## src/rtl/cop0_pkg.sv

```systemverilog
// Shared definitions for the coprocessor-0 block: register numbers,
// Status/Cause bit positions, MTC0 write masks, reset values and the
// exception-code enumeration.
package cop0_pkg;

    // Register numbers (MFC0/MTC0 rd field)
    localparam logic [4:0] REG_BADVADDR = 5'd8;
    localparam logic [4:0] REG_COUNT    = 5'd9;
    localparam logic [4:0] REG_COMPARE  = 5'd11;
    localparam logic [4:0] REG_STATUS   = 5'd12;
    localparam logic [4:0] REG_CAUSE    = 5'd13;
    localparam logic [4:0] REG_EPC      = 5'd14;
    localparam logic [4:0] REG_PRID     = 5'd15;
    localparam logic [4:0] REG_ERROREPC = 5'd30;

    // Status bit positions
    localparam int ST_IE  = 0;
    localparam int ST_EXL = 1;
    localparam int ST_ERL = 2;
    localparam int ST_IM0 = 8;
    localparam int ST_BEV = 22;

    // Cause bit positions
    localparam int CA_SWIP0 = 8;

    // Bits that software may change through MTC0
    localparam logic [31:0] STATUS_WMASK = 32'h0040_FF07;
    localparam logic [31:0] CAUSE_WMASK  = 32'h0000_0300;

    localparam logic [31:0] STATUS_RESET = 32'h0040_0004;

    typedef enum logic [4:0] {
        EXC_INT  = 5'd0,
        EXC_ADEL = 5'd4,
        EXC_ADES = 5'd5,
        EXC_SYS  = 5'd8,
        EXC_BP   = 5'd9,
        EXC_RI   = 5'd10,
        EXC_OV   = 5'd12
    } exc_code_e;

    // A fault in a delay slot restarts at the branch, one word earlier.
    function automatic logic [31:0] restart_pc(input logic [31:0] pc, input logic bd);
        return bd ? (pc - 32'd4) : pc;
    endfunction

endpackage

```

## src/rtl/cop0_timer.sv

```systemverilog
// Count/Compare timer for coprocessor 0.
//   clk, reset     : clock, asynchronous active-high reset
//   count_we       : load Count from wdata (also restarts the half-rate phase)
//   compare_we     : load Compare from wdata (also clears TI)
//   wdata          : MTC0 data
//   count, compare : current register values
//   ti             : timer interrupt flag
module cop0_timer (
    input  logic        clk,
    input  logic        reset,
    input  logic        count_we,
    input  logic        compare_we,
    input  logic [31:0] wdata,
    output logic [31:0] count,
    output logic [31:0] compare,
    output logic        ti
);

    logic [31:0] count_q, count_d;
    logic [31:0] compare_q, compare_d;
    logic        phase_q, phase_d;
    logic        ti_q, ti_d;

    always_comb begin
        // Count advances on cycles where the phase flop is 0, i.e. every other cycle.
        count_d   = phase_q ? count_q : (count_q + 32'd1);
        phase_d   = ~phase_q;
        if (count_we) begin
            count_d = wdata;
            phase_d = 1'b0;
        end

        compare_d = compare_we ? wdata : compare_q;

        // Match detection uses the registered values; a Compare write wins.
        ti_d = ti_q;
        if (compare_we) begin
            ti_d = 1'b0;
        end else if (count_q == compare_q) begin
            ti_d = 1'b1;
        end
    end

    always_ff @(posedge clk or posedge reset) begin
        if (reset) begin
            count_q   <= 32'd0;
            compare_q <= 32'd0;
            phase_q   <= 1'b0;
            ti_q      <= 1'b0;
        end else begin
            count_q   <= count_d;
            compare_q <= compare_d;
            phase_q   <= phase_d;
            ti_q      <= ti_d;
        end
    end

    assign count   = count_q;
    assign compare = compare_q;
    assign ti      = ti_q;

endmodule

```

## src/rtl/cop0_unit.sv

```systemverilog
// Coprocessor-0 register file and exception state.
//   clk, reset         : clock, asynchronous active-high reset
//   raddr / rdata      : MFC0 read port (combinational from registered state)
//   we, waddr, wdata   : MTC0 write port
//   eret               : ERET commit (clears ERL if set, else EXL)
//   exc_*              : exception commit with code, PC, delay-slot flag, BadVAddr
//   hw_int             : level-sensitive external interrupts
//   epc_out            : ERET target
//   exc_vector         : current exception vector (depends on Status.BEV)
//   irq                : interrupt pending and enabled
//   status_exl/erl     : Status.EXL / Status.ERL
module cop0_unit
    import cop0_pkg::*;
#(
    parameter logic [31:0] PRID            = 32'h0001_8000,
    parameter logic [31:0] EXC_VECTOR_BEV  = 32'hBFC0_0380,
    parameter logic [31:0] EXC_VECTOR_NORM = 32'h8000_0180
) (
    input  logic        clk,
    input  logic        reset,
    input  logic [4:0]  raddr,
    output logic [31:0] rdata,
    input  logic        we,
    input  logic [4:0]  waddr,
    input  logic [31:0] wdata,
    input  logic        eret,
    input  logic        exc_valid,
    input  logic [4:0]  exc_code,
    input  logic [31:0] exc_pc,
    input  logic        exc_bd,
    input  logic        exc_badvaddr_valid,
    input  logic [31:0] exc_badvaddr,
    input  logic [5:0]  hw_int,
    output logic [31:0] epc_out,
    output logic [31:0] exc_vector,
    output logic        irq,
    output logic        status_exl,
    output logic        status_erl
);

    logic [31:0] status_q, status_d;
    logic        bd_q, bd_d;
    logic [4:0]  code_q, code_d;
    logic [1:0]  sw_ip_q, sw_ip_d;
    logic [5:0]  hw_ip_q;
    logic [31:0] epc_q, epc_d;
    logic [31:0] errorepc_q, errorepc_d;
    logic [31:0] badvaddr_q, badvaddr_d;

    logic [31:0] count, compare;
    logic        ti;
    logic        eret_en, mtc0_en;
    logic [7:0]  ip;
    logic [31:0] cause_rd;
    logic [31:0] cause_wr;

    // Exception beats ERET beats MTC0; losers are dropped for the cycle.
    assign eret_en = eret & ~exc_valid;
    assign mtc0_en = we & ~exc_valid & ~eret;

    cop0_timer u_timer (
        .clk        (clk),
        .reset      (reset),
        .count_we   (mtc0_en && (waddr == REG_COUNT)),
        .compare_we (mtc0_en && (waddr == REG_COMPARE)),
        .wdata      (wdata),
        .count      (count),
        .compare    (compare),
        .ti         (ti)
    );

    // IP7 shares the highest hardware line with the timer.
    assign ip       = {hw_ip_q[5] | ti, hw_ip_q[4:0], sw_ip_q};
    assign cause_rd = {bd_q, ti, 14'd0, ip, 1'b0, code_q, 2'b00};
    assign cause_wr = wdata & CAUSE_WMASK;

    always_comb begin
        status_d   = status_q;
        bd_d       = bd_q;
        code_d     = code_q;
        sw_ip_d    = sw_ip_q;
        epc_d      = epc_q;
        errorepc_d = errorepc_q;
        badvaddr_d = badvaddr_q;

        if (exc_valid) begin
            code_d = exc_code;
            // A nested exception keeps the original EPC/BD so the outer
            // handler can still return to the first fault.
            if (!status_q[ST_EXL]) begin
                epc_d            = restart_pc(exc_pc, exc_bd);
                bd_d             = exc_bd;
                status_d[ST_EXL] = 1'b1;
            end
            if (exc_badvaddr_valid) begin
                badvaddr_d = exc_badvaddr;
            end
        end else if (eret_en) begin
            if (status_q[ST_ERL]) begin
                status_d[ST_ERL] = 1'b0;
            end else begin
                status_d[ST_EXL] = 1'b0;
            end
        end else if (mtc0_en) begin
            case (waddr)
                REG_STATUS:   status_d   = wdata & STATUS_WMASK;
                REG_CAUSE:    sw_ip_d    = cause_wr[CA_SWIP0 +: 2];
                REG_EPC:      epc_d      = wdata;
                REG_ERROREPC: errorepc_d = wdata;
                default:      ;
            endcase
        end
    end

    always_ff @(posedge clk or posedge reset) begin
        if (reset) begin
            status_q   <= STATUS_RESET;
            bd_q       <= 1'b0;
            code_q     <= 5'd0;
            sw_ip_q    <= 2'd0;
            hw_ip_q    <= 6'd0;
            epc_q      <= 32'd0;
            errorepc_q <= 32'd0;
            badvaddr_q <= 32'd0;
        end else begin
            status_q   <= status_d;
            bd_q       <= bd_d;
            code_q     <= code_d;
            sw_ip_q    <= sw_ip_d;
            hw_ip_q    <= hw_int;
            epc_q      <= epc_d;
            errorepc_q <= errorepc_d;
            badvaddr_q <= badvaddr_d;
        end
    end

    always_comb begin
        case (raddr)
            REG_BADVADDR: rdata = badvaddr_q;
            REG_COUNT:    rdata = count;
            REG_COMPARE:  rdata = compare;
            REG_STATUS:   rdata = status_q;
            REG_CAUSE:    rdata = cause_rd;
            REG_EPC:      rdata = epc_q;
            REG_PRID:     rdata = PRID;
            REG_ERROREPC: rdata = errorepc_q;
            default:      rdata = 32'd0;
        endcase
    end

    assign status_exl = status_q[ST_EXL];
    assign status_erl = status_q[ST_ERL];
    assign epc_out    = status_q[ST_ERL] ? errorepc_q : epc_q;
    assign exc_vector = status_q[ST_BEV] ? EXC_VECTOR_BEV : EXC_VECTOR_NORM;
    assign irq        = status_q[ST_IE] & ~status_q[ST_EXL] & ~status_q[ST_ERL]
                        & (|(ip & status_q[ST_IM0 +: 8]));

endmodule

```

## config.mk

```make
export PLATFORM = sky130hd
export DESIGN_NAME = cop0_unit
export DESIGN_NICKNAME = d
export VERILOG_FILES = /design/src/rtl/cop0_pkg.sv /design/src/rtl/cop0_timer.sv /design/src/rtl/cop0_unit.sv
export SDC_FILE = /design/constraint.sdc
export NUM_CORES = 1
export LEC_CHECK = 0
export CORE_AREA = 2 2 141 143
export CTS_CLUSTER_DIAMETER = 80
export DETAILED_ROUTE_END_ITERATION = 16
export DIE_AREA = 0 0 143 145
export DONT_BUFFER_PORTS = 1
export PLACE_DENSITY_LB_ADDON = 0.12
export SYNTH_ARGS = -nofsm -noshare
export SYNTH_HDL_FRONTEND = slang
export SYNTH_SLANG_ARGS = --single-unit
```

## constraint.sdc

```tcl
create_clock -name clk -period 14.24 [get_ports clk]
set_input_delay 4.272 -clock clk [delete_from_list [all_inputs] [get_ports clk]]
set_output_delay 4.272 -clock clk [all_outputs]
set_load 0.005 [all_outputs]
```

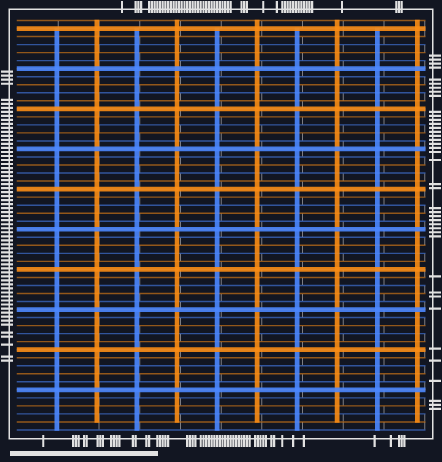
(images/pdn.png)
The bar under the picture is 50 um long. Pins as bars on the die edge. Tap cells in grey.
| net | colour |
|---|---|
| VSS | blue |
| VDD | orange |
met1 rails: 52
signal pins: 223
rows: 51
met5 straps: 10

==> Slide: Implementation Results <==
Flow Results at a Glance

Status
  • Status: complete, no violations

CTS
  • Insertion Delay late pin: 0.44 ns
  • CTS tree: yes
  • CTS max path bufs: 2
  • Clock buffers created by TritonCTS: 17
  • Clock transition at path regs: 0.08 ns
  • H-tree levels: 4
  • CTS Sinks: 188

Synth
  • Synth Area per Inst: 10.6 um2
  • Cell area after synthesis: 0.0104 mm2
  • Area fraction in compound gates: 0.128
  • Registers, synthesis: 188
  • Post-synth top cells: 186 x dfrtp_1, 146 x mux2_2, 65 x nor2_1, 60 x nand2_1, 59 x a22oi_1
  • Yosys warnings: 0
  • Biggest area consumer among synthesized cells: dfrtp_1
  • Count of library flops with an enable pin: 0
  • Synth cell types: 57
  • XORs/XNORs by Area: 0.0713
  • Post-synth seq share: 0.451
  • YS chip area: 0.0104 mm2
  • Top cells, area: dfrtp_1 45%, mux2_2 16%, xnor2_1 4.9%
  • Adders+Majority by Area: 0.00240

Floorplan
  • FP Rows: 51
  • Fp util: 0.543
  • Die X: 143 um
  • Die area: 0.0207 mm2
  • Die height: 145 um
  • I/O Pins: 223

Placement
  • GPL Wtd Cong: 0.925
  • Final HPWL DP: 22.8 mm
  • Pre-CTS setup slack: 4.16 ns
  • Dpl cell area: 0.0105 mm2
  • Cells after DPL: 1193

Pwr
  • Sequential share of power: 0.489
  • Total power: 1.53 mW
  • Sequential logic power: 0.749 mW
  • Switch share: 0.333
  • Highest ir drop seen on vdd: 0.0000688 V
  • Switch Pwr: 0.510 mW
  • Lkg Pwr: 4.49 nW
  • Power Clock: 0.463 mW

Critical path
  • Crit path arrival time: 5.82 ns
  • Critical path capture point: rdata[12]
  • Crit path DRT: 9.97 ns
  • Critical R2R Capture: u_timer.count[31]
  • CP Launch Type: input pin
  • Reg-to-reg slack, setup: 11.61 ns
  • CP endpoint kind: output port

Route
  • Via count: 8025
  • Residual DRC: 0
  • Initial DRC Count: 913
  • WL final: 31.6 mm
  • Wire length per cell: 25.8 um
  • Initial DRT Pass Iterations: 6

Final layout
  • Ratio of cells with drive above 1 in the final layout: 0.223
  • Layout Cells excl Fill: 1227
  • Nets: 1073
  • Layout area overhead: 6.23%
  • Top Layout Cells: 186 x dfrtp_1, 146 x mux2_2, 61 x nor2_1
  • Most frequent logic cell in the layout: dfrtp_1
  • Finished Cell Area: 0.0111 mm2

STA
  • Fmax: 99.1 MHz
  • Final setup viols: 0
  • Hold Fails Final Rpt: 0
  • Worst Max-Slew Pin Slew: 1.17 ns
  • Clk_skew: 0.00812 ns
  • Rel. slew slack: 0.216
  • Final Max Slew Viols: 0
  • Unrepaired setup endpoints after global routing: no
  • Period utilisation layout: 0.709

Global routing
  • Met1 Usage GRT: 0.459
  • Vias in the first global route: 7692
  • First-pass GRT wire length: 48.1 mm
  • Initial antenna violation count: 3
  • GR Layer Usage met2: 0.445
  • GRT busiest layer: met1

Worst hold path
  • Worst hold-check path type: register to register
  • Worst hold path depth: 1
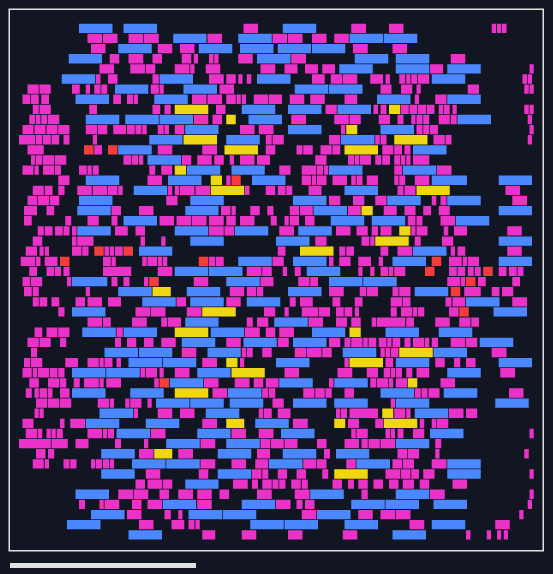
(images/cell_classes.png)
The bar under the picture is 50 um long.
| class | colour | cells |
|---|---|---|
| clock drivers and dummy loads | yellow | 32 |
| other buffers and delay cells | red | 15 |
| flip-flops | blue | 188 |
| all other logic | magenta | 725 |

[metal layers]
metal / wire length, um / vias up
met5: 0 / -
met4: 552 / 0
met3: 3650 / 36
met2: 14100 / 459
met1: 13300 / 4012
li1: - / 3518
[registers in the layout, indices dropped and copies added (netlist names), 2 cells and up]
name / count
u_timer.compare: 32
epc_q: 32
sw_ip_q: 2
badvaddr_q: 32
errorepc_q: 32
hw_ip_q: 6
status_q: 12
u_timer.count: 32
code_q: 5
[worst min path at each step]
| stage | slack (ns) | to | startpoint |
|---|---|---|---|
| detailed placement | 0.49 | epc_q[16] | epc_q[16] |
| CTS | 0.51 | epc_q[16] | epc_q[16] |
| finish | 0.51 | epc_q[16] | epc_q[16] |
| global route | 0.52 | badvaddr_q[21] | badvaddr_q[21] |
| floorplan | 0.45 | bd_q | bd_q |
| global placement | 0.49 | badvaddr_q[16] | badvaddr_q[16] |
[logic make-up (layout without fill, tap and decap cells)]
family	Yosys count	in the layout
AND-OR/OR-AND	193	193
adder cells (fa/ha/maj)	2	2
AND/OR/NAND/NOR	261	261
buffers and inverters	103	54
flip-flops	188	188
XOR/XNOR	85	85
other	2	25
multiplexers	154	154
[final cells by class]
class | instances | area (um2)
Multi-Input combinational cell | 718 | 5330
Clock inverter | 12 | 103
Timing Repair Buffer | 15 | 113
Antenna cell | 2 | 5.00
Inverter | 7 | 33.8
Fill cell | 1648 | 8120
Clock buffer | 20 | 467
Tap cell | 265 | 332
Sequential cell | 188 | 4710
[critical path, stage by stage]
cell and delay (ns):
nor2b_1 0.17, nand2_1 0.13, nor3_2 0.81, a222oi_1 0.24, nand3_1 0.19
Power and IR drop assume default switching activity.
